[src/rtl/err_delay_tuner_pkg.sv]
// Shared types and helpers for the error-rate monitor / delay tuner.
//   state_e  : controller states
//   popcount : number of set bits in a 32-bit vector
//   sat_add  : a + b clamped to maxv
package err_delay_tuner_pkg;

  typedef enum logic [2:0] {
    ST_IDLE,
    ST_COUNT,
    ST_DECIDE,
    ST_REQ,
    ST_RELEASE
  } state_e;

  function automatic logic [31:0] popcount(input logic [31:0] v);
    logic [31:0] c;
    c = '0;
    for (int i = 0; i < 32; i++) c = c + {31'd0, v[i]};
    return c;
  endfunction

  function automatic logic [31:0] sat_add(input logic [31:0] a,
                                          input logic [31:0] b,
                                          input logic [31:0] maxv);
    logic [32:0] s;
    s = {1'b0, a} + {1'b0, b};
    if (s > {1'b0, maxv}) return maxv;
    return s[31:0];
  endfunction

endpackage

[src/rtl/err_delay_tuner_sync.sv]
// err_sync_edge: 2-flop synchronizer for one asynchronous level.
//   clk, rst (async, active-low)
//   d : asynchronous input level
//   o : EDGE=1 -> one-cycle pulse on a synchronized rising edge
//       EDGE=0 -> synchronized level
module err_sync_edge #(
  parameter bit EDGE = 1'b1
) (
  input  logic clk,
  input  logic rst,
  input  logic d,
  output logic o
);

  logic [1:0] sync_q, sync_d;

  always_comb sync_d = {sync_q[0], d};

  always_ff @(posedge clk or negedge rst) begin
    if (!rst) sync_q <= '0;
    else      sync_q <= sync_d;
  end

  if (EDGE) begin : g_edge
    logic prev_q, prev_d;
    always_comb prev_d = sync_q[1];
    always_ff @(posedge clk or negedge rst) begin
      if (!rst) prev_q <= 1'b0;
      else      prev_q <= prev_d;
    end
    // Pulse is combinational so the accumulate register is the third flop
    // after the input.
    assign o = sync_q[1] & ~prev_q;
  end else begin : g_level
    assign o = sync_q[1];
  end

endmodule

[src/rtl/err_delay_tuner.sv]
// err_delay_tuner: counts Err0/Err1 rising edges from N_STAGES stage
// controllers over WIN_LEN-cycle windows, then steps the shared delay code
// up, down or holds it, and delivers a changed code over a 4-phase req/ack.
//   clk, rst (async, active-low)
//   err0/err1 [N_STAGES] : asynchronous per-stage error levels
//   enable               : monitoring active
//   cfg_ack              : asynchronous handshake acknowledge
//   cfg_req, cfg_code    : handshake request and delay code (flop outputs)
//   err0_cnt/err1_cnt    : counts of the last completed window
//   busy                 : controller not idle
module err_delay_tuner
  import err_delay_tuner_pkg::*;
#(
  parameter int N_STAGES = 4,
  parameter int WIN_LEN  = 1024,
  parameter int CNT_W    = 8,
  parameter int CODE_W   = 4,
  parameter int CODE_RST = 8,
  parameter int HI_THR   = 4,
  parameter int LO_THR   = 2
) (
  input  logic                clk,
  input  logic                rst,
  input  logic [N_STAGES-1:0] err0,
  input  logic [N_STAGES-1:0] err1,
  input  logic                enable,
  input  logic                cfg_ack,
  output logic                cfg_req,
  output logic [CODE_W-1:0]   cfg_code,
  output logic [CNT_W-1:0]    err0_cnt,
  output logic [CNT_W-1:0]    err1_cnt,
  output logic                busy
);

  localparam int                TMR_W     = (WIN_LEN > 1) ? $clog2(WIN_LEN) : 1;
  localparam logic [31:0]       CNT_MAX   = 32'((64'd1 << CNT_W) - 64'd1);
  localparam logic [CODE_W-1:0] CODE_MAX  = '1;
  localparam logic [CODE_W-1:0] CODE_INIT = CODE_W'(CODE_RST);
  localparam logic [TMR_W-1:0]  TMR_LAST  = TMR_W'(WIN_LEN - 1);

  logic [N_STAGES-1:0] e0_rise, e1_rise;
  logic                ack_s;

  err_sync_edge #(.EDGE(1'b1)) u_sync_e0 [N_STAGES-1:0] (
    .clk(clk), .rst(rst), .d(err0), .o(e0_rise)
  );
  err_sync_edge #(.EDGE(1'b1)) u_sync_e1 [N_STAGES-1:0] (
    .clk(clk), .rst(rst), .d(err1), .o(e1_rise)
  );
  err_sync_edge #(.EDGE(1'b0)) u_sync_ack (
    .clk(clk), .rst(rst), .d(cfg_ack), .o(ack_s)
  );

  state_e              state_q, state_d;
  logic [TMR_W-1:0]    timer_q, timer_d;
  logic [CNT_W-1:0]    cnt0_q, cnt0_d, cnt1_q, cnt1_d;
  logic [CNT_W-1:0]    err0_cnt_q, err0_cnt_d, err1_cnt_q, err1_cnt_d;
  logic [CODE_W-1:0]   code_q, code_d, code_nxt;
  logic                req_q, req_d;

  // Increment is tested first so it wins when both rules could apply.
  always_comb begin
    code_nxt = code_q;
    if (int'(cnt1_q) >= HI_THR && code_q != CODE_MAX)
      code_nxt = code_q + 1'b1;
    else if (cnt1_q == '0 && int'(cnt0_q) <= LO_THR && code_q != '0)
      code_nxt = code_q - 1'b1;
  end

  always_comb begin
    state_d    = state_q;
    timer_d    = timer_q;
    cnt0_d     = cnt0_q;
    cnt1_d     = cnt1_q;
    err0_cnt_d = err0_cnt_q;
    err1_cnt_d = err1_cnt_q;
    code_d     = code_q;
    req_d      = req_q;
    case (state_q)
      ST_IDLE: begin
        cnt0_d  = '0;
        cnt1_d  = '0;
        timer_d = '0;
        if (enable) state_d = ST_COUNT;
      end
      ST_COUNT: begin
        if (!enable) begin
          // partial window is thrown away
          cnt0_d  = '0;
          cnt1_d  = '0;
          timer_d = '0;
          state_d = ST_IDLE;
        end else begin
          cnt0_d  = CNT_W'(sat_add(32'(cnt0_q), popcount(32'(e0_rise)), CNT_MAX));
          cnt1_d  = CNT_W'(sat_add(32'(cnt1_q), popcount(32'(e1_rise)), CNT_MAX));
          timer_d = timer_q + 1'b1;
          if (timer_q == TMR_LAST) state_d = ST_DECIDE;
        end
      end
      ST_DECIDE: begin
        err0_cnt_d = cnt0_q;
        err1_cnt_d = cnt1_q;
        if (code_nxt != code_q) begin
          code_d  = code_nxt;
          req_d   = 1'b1;
          state_d = ST_REQ;
        end else begin
          cnt0_d  = '0;
          cnt1_d  = '0;
          timer_d = '0;
          state_d = enable ? ST_COUNT : ST_IDLE;
        end
      end
      ST_REQ: begin
        // enable is ignored until the handshake has closed
        if (ack_s) begin
          req_d   = 1'b0;
          state_d = ST_RELEASE;
        end
      end
      ST_RELEASE: begin
        if (!ack_s) begin
          cnt0_d  = '0;
          cnt1_d  = '0;
          timer_d = '0;
          state_d = enable ? ST_COUNT : ST_IDLE;
        end
      end
      default: state_d = ST_IDLE;
    endcase
  end

  always_ff @(posedge clk or negedge rst) begin
    if (!rst) begin
      state_q    <= ST_IDLE;
      timer_q    <= '0;
      cnt0_q     <= '0;
      cnt1_q     <= '0;
      err0_cnt_q <= '0;
      err1_cnt_q <= '0;
      code_q     <= CODE_INIT;
      req_q      <= 1'b0;
    end else begin
      state_q    <= state_d;
      timer_q    <= timer_d;
      cnt0_q     <= cnt0_d;
      cnt1_q     <= cnt1_d;
      err0_cnt_q <= err0_cnt_d;
      err1_cnt_q <= err1_cnt_d;
      code_q     <= code_d;
      req_q      <= req_d;
    end
  end

  assign cfg_req  = req_q;
  assign cfg_code = code_q;
  assign err0_cnt = err0_cnt_q;
  assign err1_cnt = err1_cnt_q;
  assign busy     = (state_q != ST_IDLE);

endmodule

[config.mk]
export PLATFORM = sky130hd
export DESIGN_NAME = err_delay_tuner
export DESIGN_NICKNAME = d
export VERILOG_FILES = /design/src/rtl/err_delay_tuner_pkg.sv /design/src/rtl/err_delay_tuner_sync.sv /design/src/rtl/err_delay_tuner.sv
export SDC_FILE = /design/constraint.sdc
export NUM_CORES = 1
export LEC_CHECK = 0
export ABC_CLOCK_PERIOD_IN_PS = 3320
export CAP_MARGIN = 20
export CORE_AREA = 8 8 98 100
export DETAILED_ROUTE_END_ITERATION = 16
export DIE_AREA = 0 0 106 108
export MAX_ROUTING_LAYER = met4
export PLACE_DENSITY = 0.7
export SYNTH_ARGS = -nofsm -noshare
export SYNTH_HDL_FRONTEND = slang
export SYNTH_HIERARCHICAL = 1
export SYNTH_SLANG_ARGS = --single-unit
[constraint.sdc]
create_clock -name clk -period 3.32 [get_ports clk]
set_input_delay 0.498 -clock clk [delete_from_list [all_inputs] [get_ports clk]]
set_output_delay 0.498 -clock clk [all_outputs]
set_load 0.005 [all_outputs]
Figure 1. Local utilization (run 1).
The die is cut into 11 by 11 equal tiles; white is low, dark blue is high, 0 to 100% covered.
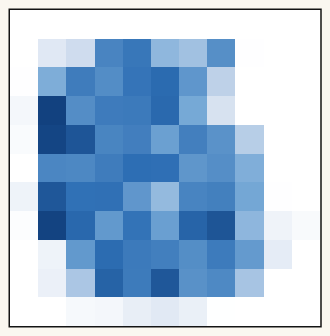
The fullest tile reaches 93%. The mean over all tiles is 35%. 34% of the tiles are nearly empty. The emptiest ninth of the die: upper right. 11% of the tiles are over 75% full.

Figure 2. Placement view (run 1).
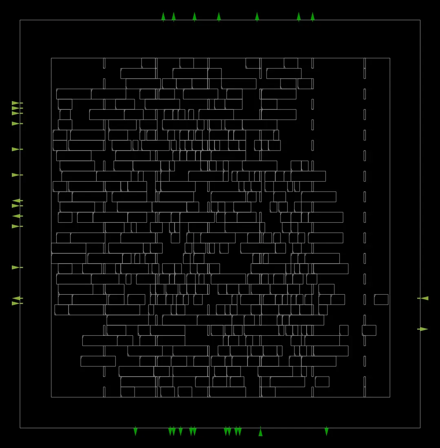
non-filler instance count after layout: 456
fillers: 708
# Taps: 105
final core occ: 51.8%

Figure 3. Clock distribution (run 1).
Scale bar: 20 microns.
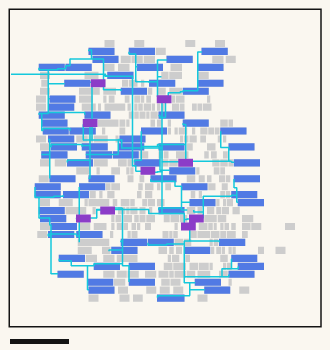
Key: flip-flops = blue [count 76]; clock wires = cyan [length 893 microns]; clock-net drivers = purple [count 9]
There are 10 routed clock nets.
Clock net power: 0.000705 W
Latency at later pin: 0.35 ns
Worst Skew: 0.00876 ns
Clk pwr share: 26.8%

==> summary.txt, run 1 <==
# diodes: 0
clock slew at reported path FFs: 0.08 ns
crit-path max FO: 5
Logic inverters: 22
Comb. pwr: 0.000781 W
AO/OA Area Share: 15.0%
Final Max Slew Viols: 0
Max Fclk: 362 MHz
Crit path depth: 11
Peak VDD IR: 0.363 mV
DRT Pass-1 Iters: 4
cells on worst reg2reg path: 11
sw frac: 33.2%
synthesized area: 0.00354 sq mm
crit path capture type: flop
most frequent cell after synthesis: dfrtp_1
pwr dens: 630 mW/mm^2
Yosys chip area: 0.00354 sq mm
CTS root buf: clkbuf_8
status: finished, final reports clean
Cell Type Count: 52
pre-CTS setup slack: 0.632 ns
internal power: 0.00176 W
largest class: registers
layout cells sized above 1: 16.5%
Routed met3 length: 229 microns
Commonest Layout Cell: dfrtp_1
logic share of the area: 35.7%
Init Core Util: 44.0%
RR Endpoint: cnt0_q[0]
arrival time at the worst endpoint: 3.02 ns
critical-path cell list: nor2b_4 -> fa_1 -> inv_1 -> fa_1 -> inv_1 -> fa_1 -> and3_1 -> and4_1 -> nand2_1 -> a21o_1 -> o21ai_0
Inserted Clock Buffers: 9
combinational share of power: 29.7%
crit share post-route: 83.1%
largest power group: registers
post-route setup TNS: 0 ns
Synth logic family: AND-OR/OR-AND gates
Setup Viol. Count Final: 0
placer congestion estimate: 0.877
Seq/Total Area, Yosys: 53.7%
met2 WL post-DR: 3440 microns
hold_ws: 0.279 ns
First DRT Iteration DRCs: 170
Figure 4. Signal wires on met3 (run 1).
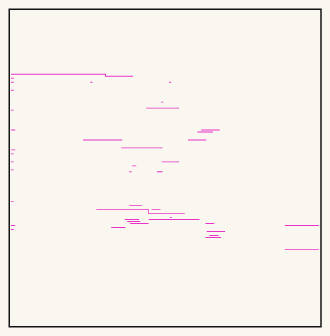

==> run 1 -> run 2 <==
Settings changed: ABC_CLOCK_PERIOD_IN_PS 3320 to 2480, PLACE_DENSITY 0.7 to 0.73.
Clock period 3.32 ns to 2.48 ns, I/O delays scaled along.
Figure 5. Signal wires on met3 (run 2).
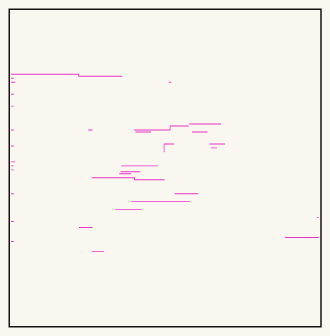
25 nets have wire on it. The layer holds 2.7% of the routed length. The longest straight run is 23.0 microns. The layer carries 206 microns of wire.
met3 usage: 2.91%
Vias: 2,527
final wirelength: 7570 microns

==> summary.txt, run 2 <==
hold_ws: 0.0273 ns
Synth logic family: AND-OR/OR-AND gates
Setup Viol. Count Final: 4
CTS root buf: clkbuf_8
Commonest Layout Cell: dfrtp_1
Latency at later pin: 0.34 ns
status: complete, but fails checks
First DRT Iteration DRCs: 145
AO/OA Area Share: 15.0%
met2 WL post-DR: 3890 microns
violated checks: setup timing
RR Endpoint: cnt0_q[0]
Yosys chip area: 0.00354 sq mm
# diodes: 0
fillers: 667
internal power: 0.00258 W
Final WS setup: -0.0536 ns
Init Core Util: 44.0%
Crit path depth: 11
arrival time at the worst endpoint: 2.80 ns
Cell Type Count: 52
largest class: registers
Seq/Total Area, Yosys: 53.7%
crit share post-route: 102%
Comb. pwr: 0.00115 W
most frequent cell after synthesis: dfrtp_1
pwr dens: 847 mW/mm^2
combinational share of power: 30.5%
non-filler instance count after layout: 466
Inserted Clock Buffers: 9
Figure 6. Pin map (run 2).
Pins as bars across the die edge, other pins in grey.
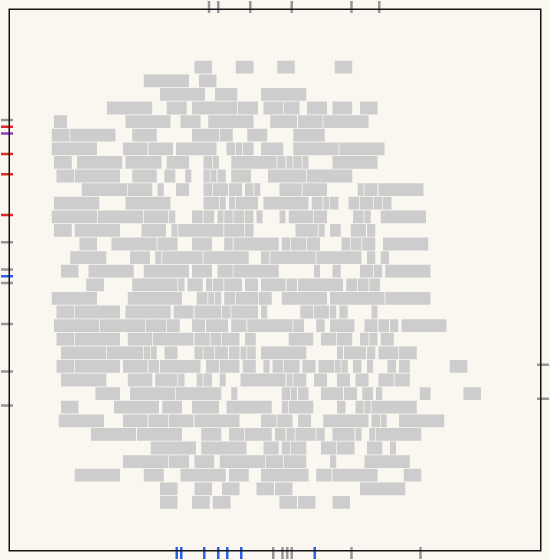
Key: `err0_cnt` = blue [pins 8, direction output, edge 7 bottom, 1 left]; `err1` = red [pins 4, direction input, edge left]; `rst` = purple [pins 1, direction input, edge left]
All pins by edge: 13 bottom, 13 left, 6 top, 2 right.
port bufs: 33
chip height: 108 microns

Power figures rest on the tool's default switching activity, not on a simulated workload.
